`src/rtl/ins_pkg.sv`:
```
// Shared definitions for the instruction memory loader.
package ins_pkg;

  typedef enum logic [1:0] {
    S_IDLE  = 2'd0,
    S_LOAD  = 2'd1,
    S_WRITE = 2'd2,
    S_DONE  = 2'd3
  } state_t;

  localparam int BYTES_PER_WORD = 4;
  localparam int MEM_BYTES_DEF  = 400;

endpackage

```
`src/rtl/ins_loader.sv`:
```
// Instruction memory loader: accepts 32-bit words from a host and writes them
// big-endian, one byte per cycle, at consecutive addresses from 0.
//
// state   | meaning
// S_IDLE  | out of reset, waiting for start
// S_LOAD  | word_ready high, waiting for a host word
// S_WRITE | serializing the latched word, one byte per cycle
// S_DONE  | session finished (err flags overflow), waiting for start
module ins_loader
  import ins_pkg::*;
#(
  parameter int MEM_BYTES = MEM_BYTES_DEF
) (
  input  logic        clk,
  input  logic        rst_n,
  input  logic        start,
  input  logic        word_valid,
  input  logic [31:0] word,
  input  logic        word_last,
  output logic        word_ready,
  output logic        we,
  output logic [31:0] waddr,
  output logic [7:0]  wdata,
  output logic        busy,
  output logic        done,
  output logic        err,
  output logic [31:0] word_cnt
);

  state_t      state;
  logic [31:0] ptr;
  logic [23:0] shreg;
  logic [1:0]  idx;
  logic        last_q;
  logic        fits;

  // Widen to 33 bits so ptr+4 cannot wrap past the memory size check.
  assign fits = ({1'b0, ptr} + 33'(BYTES_PER_WORD)) <= 33'(MEM_BYTES);

  always_ff @(posedge clk or negedge rst_n) begin
    if (!rst_n) begin
      state      <= S_IDLE;
      ptr        <= '0;
      shreg      <= '0;
      idx        <= '0;
      last_q     <= 1'b0;
      word_ready <= 1'b0;
      we         <= 1'b0;
      waddr      <= '0;
      wdata      <= '0;
      busy       <= 1'b0;
      done       <= 1'b0;
      err        <= 1'b0;
      word_cnt   <= '0;
    end else begin
      case (state)
        S_IDLE, S_DONE: begin
          if (start) begin
            state      <= S_LOAD;
            ptr        <= '0;
            word_cnt   <= '0;
            err        <= 1'b0;
            done       <= 1'b0;
            busy       <= 1'b1;
            word_ready <= 1'b1;
          end
        end
        S_LOAD: begin
          if (word_valid && word_ready) begin
            word_ready <= 1'b0;
            if (fits) begin
              state  <= S_WRITE;
              last_q <= word_last;
              we     <= 1'b1;
              waddr  <= ptr;
              wdata  <= word[31:24];
              shreg  <= word[23:0];
              idx    <= 2'd0;
            end else begin
              state <= S_DONE;
              err   <= 1'b1;
              done  <= 1'b1;
              busy  <= 1'b0;
            end
          end
        end
        S_WRITE: begin
          // idx is the byte currently presented on waddr/wdata.
          if (idx == 2'd3) begin
            we       <= 1'b0;
            ptr      <= ptr + 32'(BYTES_PER_WORD);
            word_cnt <= word_cnt + 32'd1;
            if (last_q) begin
              state <= S_DONE;
              done  <= 1'b1;
              busy  <= 1'b0;
            end else begin
              state      <= S_LOAD;
              word_ready <= 1'b1;
            end
          end else begin
            idx   <= idx + 2'd1;
            waddr <= ptr + {30'd0, idx} + 32'd1;
            wdata <= shreg[23:16];
            shreg <= {shreg[15:0], 8'h00};
          end
        end
        default: state <= S_IDLE;
      endcase
    end
  end

endmodule
```
`config.mk`:
```
export PLATFORM = sky130hd
export DESIGN_NAME = ins_loader
export DESIGN_NICKNAME = d
export VERILOG_FILES = /design/src/rtl/ins_pkg.sv /design/src/rtl/ins_loader.sv
export SDC_FILE = /design/constraint.sdc
export NUM_CORES = 1
export LEC_CHECK = 0
export CORE_ASPECT_RATIO = 1.4
export CORE_UTILIZATION = 55
export CTS_CLUSTER_DIAMETER = 30
export DETAILED_ROUTE_END_ITERATION = 8
export PLACE_DENSITY = 0.84
export SYNTH_ARGS = -nofsm -noshare
export SYNTH_HDL_FRONTEND = slang
export SYNTH_SLANG_ARGS = --single-unit
```
`constraint.sdc`:
```
create_clock -name clk -period 3.8 [get_ports clk]
set_input_delay 0.38 -clock clk [delete_from_list [all_inputs] [get_ports clk]]
set_output_delay 0.38 -clock clk [all_outputs]
set_load 0.01 [all_outputs]
```
### The metal 2 layer, run 1

Drawn at 2 px/um.
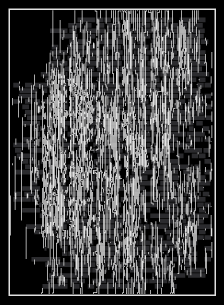
The longest straight run is 42.8 um. The wires run mostly vertical. 818 nets have wire on it. The layer carries 10200 um of wire.

### Drive-strength map, run 1

Drawn at 3 px/um.
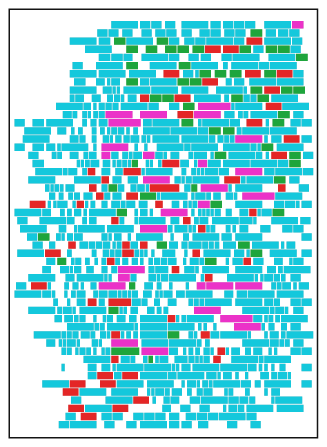
Key: magenta = x6 and larger [cells 29, share 3.3%]; cyan = x1 and smaller [cells 738, share 83%]; red = x3 and x4 [cells 60, share 6.8%]; green = x2 [cells 57, share 6.4%]

==> CHANGELOG.md, run 1 <==
### Implementation results

* Status: complete, no violations
* Post-synthesis register bit count at 136
* NetSw at 1.791 mW
* DRC viols at 0
* Post-Layout Cell Count at 1066
* Combinational share of cell area at 0.4100
* Clk tree area frac at 0.06650
* Inverters at 23
* Worst path buffer plus inverter count at 1
* Top cell class by occupied area: combinational gates
* Count leader, synth: dfrtp_1
* Top cells by count, synth: dfrtp_1 (136), nor2_1 (70), nand2_1 (65)
* Nets at 918
* Post-route ant nets at 0
* Comb gate area at 3958 sq um
* Avg Inst Size Synth at 10.08 sq um
* # Taps at 182
* Crit path max fanout at 29
* Met2 wire len at 10180 um
* Met2 Resource Use GR at 0.4730
* Mapped Cells at 767
* Die extent in y at 142.3 um
* Tool Warnings at 33
* P&R area growth vs syn at 24.82%
* Grt ovf at 0
* Most common reg cell: dfrtp_1
* Worst clock skew at 0.007415 ns
* HP Class: primary input to asynchronous set/reset pin
* Yosys Instances at 767
* Mapped Area at 7732 sq um
* Switching Share at 0.3317
* Most numerous logic cells after layout: dfrtp_1 (135), clkdlybuf4s50_1 (112), nor2_1 (70), nand2_1 (65), mux2_2 (46)
* Clk_lat worst skew at 0.42 ns
* Post-CTS Setup Repair Bufs at 0
* Cell area leaders: dfrtp_1 (44%), mux2_2 (6.7%), mux2_4 (5.2%)
* I/O Pins at 114
* Crit path cell chain: ha_1, nand4_1, or3_1, or3_1, o21ai_2, o2111ai_2, nand4bb_4, a21oi_4, buf_6, mux2_4
* Synth area leader: dfrtp_1
* Count of cells resized by post-cts repair at 0
* Chip Area, Yosys at 7732 sq um
* Die X at 102.2 um
### Selected gate families, run 1

Drawn at 3 px/um.
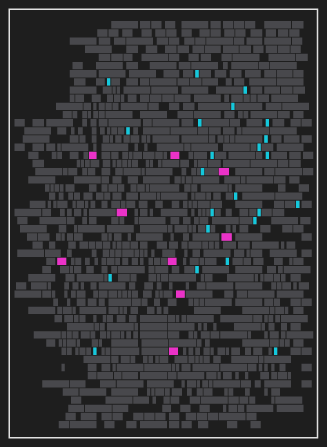
Key: magenta = non-inverting ao/oa cells [cells 9]; cyan = inv cells [cells 23]

==> inputs of run 2 (changes only) <==
CTS_CLUSTER_SIZE = 12   (was not set)
### Congestion heat map, run 2

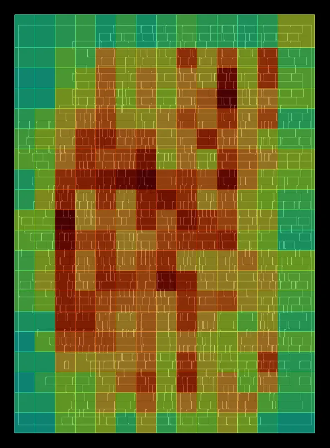
drt wl/cell: 18.68 um
global routing usage on met3: 0.04666
GRT met1 Usage: 0.3476
Util after Layout: 0.7110

==> run 2 against run 1 <==
Critical path depth stayed put. Power stayed put. Final cell count stayed put. Wire length stayed put. Die area stayed put. Maximum frequency stayed put. Global-route usage stayed put. Non-clock buffer count stayed put. Worst hold slack stayed put. Sequential power hardly changed. Combinational power hardly changed. Synthesized area stayed put. Largest cell class unchanged. Highest routed layer unchanged.
==> CHANGELOG.md, run 2 <==
### Implementation results

* Status: complete, no violations
* Most common reg cell: dfrtp_1
* Crit path max fanout at 29 (unchanged)
* Count leader, synth: dfrtp_1
* Post-CTS Setup Repair Bufs at 0 (unchanged)
* Die X at 102.2 um (unchanged)
* DRC viols at 0 (unchanged)
* HP Class: primary input to asynchronous set/reset pin
* Die extent in y at 142.3 um (unchanged)
* Count of cells resized by post-cts repair at 0 (unchanged)
* Inverters at 23 (unchanged)
* Switching Share at 0.3317 (unchanged)
* Crit path cell chain: ha_1, nand4_1, or3_1, or3_1, o21ai_2, o2111ai_2, nand4bb_4, a21oi_4, buf_6, mux2_4
* Met2 wire len at 10180 um (unchanged)
* P&R area growth vs syn at 24.82% (unchanged)
* Most numerous logic cells after layout: dfrtp_1 (135), clkdlybuf4s50_1 (112), nor2_1 (70), nand2_1 (65), mux2_2 (46)
* Worst path buffer plus inverter count at 1 (unchanged)
* Cell area leaders: dfrtp_1 (44%), mux2_2 (6.7%), mux2_4 (5.2%)
* Clk tree area frac at 0.06650 (unchanged)
* Top cells by count, synth: dfrtp_1 (136), nor2_1 (70), nand2_1 (65)
* I/O Pins at 114 (unchanged)
* Mapped Area at 7732 sq um (unchanged)
* Tool Warnings at 33 (unchanged)
* Combinational share of cell area at 0.4100 (unchanged)
* Top cell class by occupied area: combinational gates
* Post-Layout Cell Count at 1066 (unchanged)
* Mapped Cells at 767 (unchanged)
* Clk_lat worst skew at 0.42 ns (about the same)
* Comb gate area at 3958 sq um (unchanged)
* Synth area leader: dfrtp_1
* NetSw at 1.791 mW (unchanged)
* Avg Inst Size Synth at 10.08 sq um (unchanged)
* Post-synthesis register bit count at 136 (unchanged)
* Clock Power Share at 0.334
Power figures rest on the tool's default switching activity, not on a simulated workload.
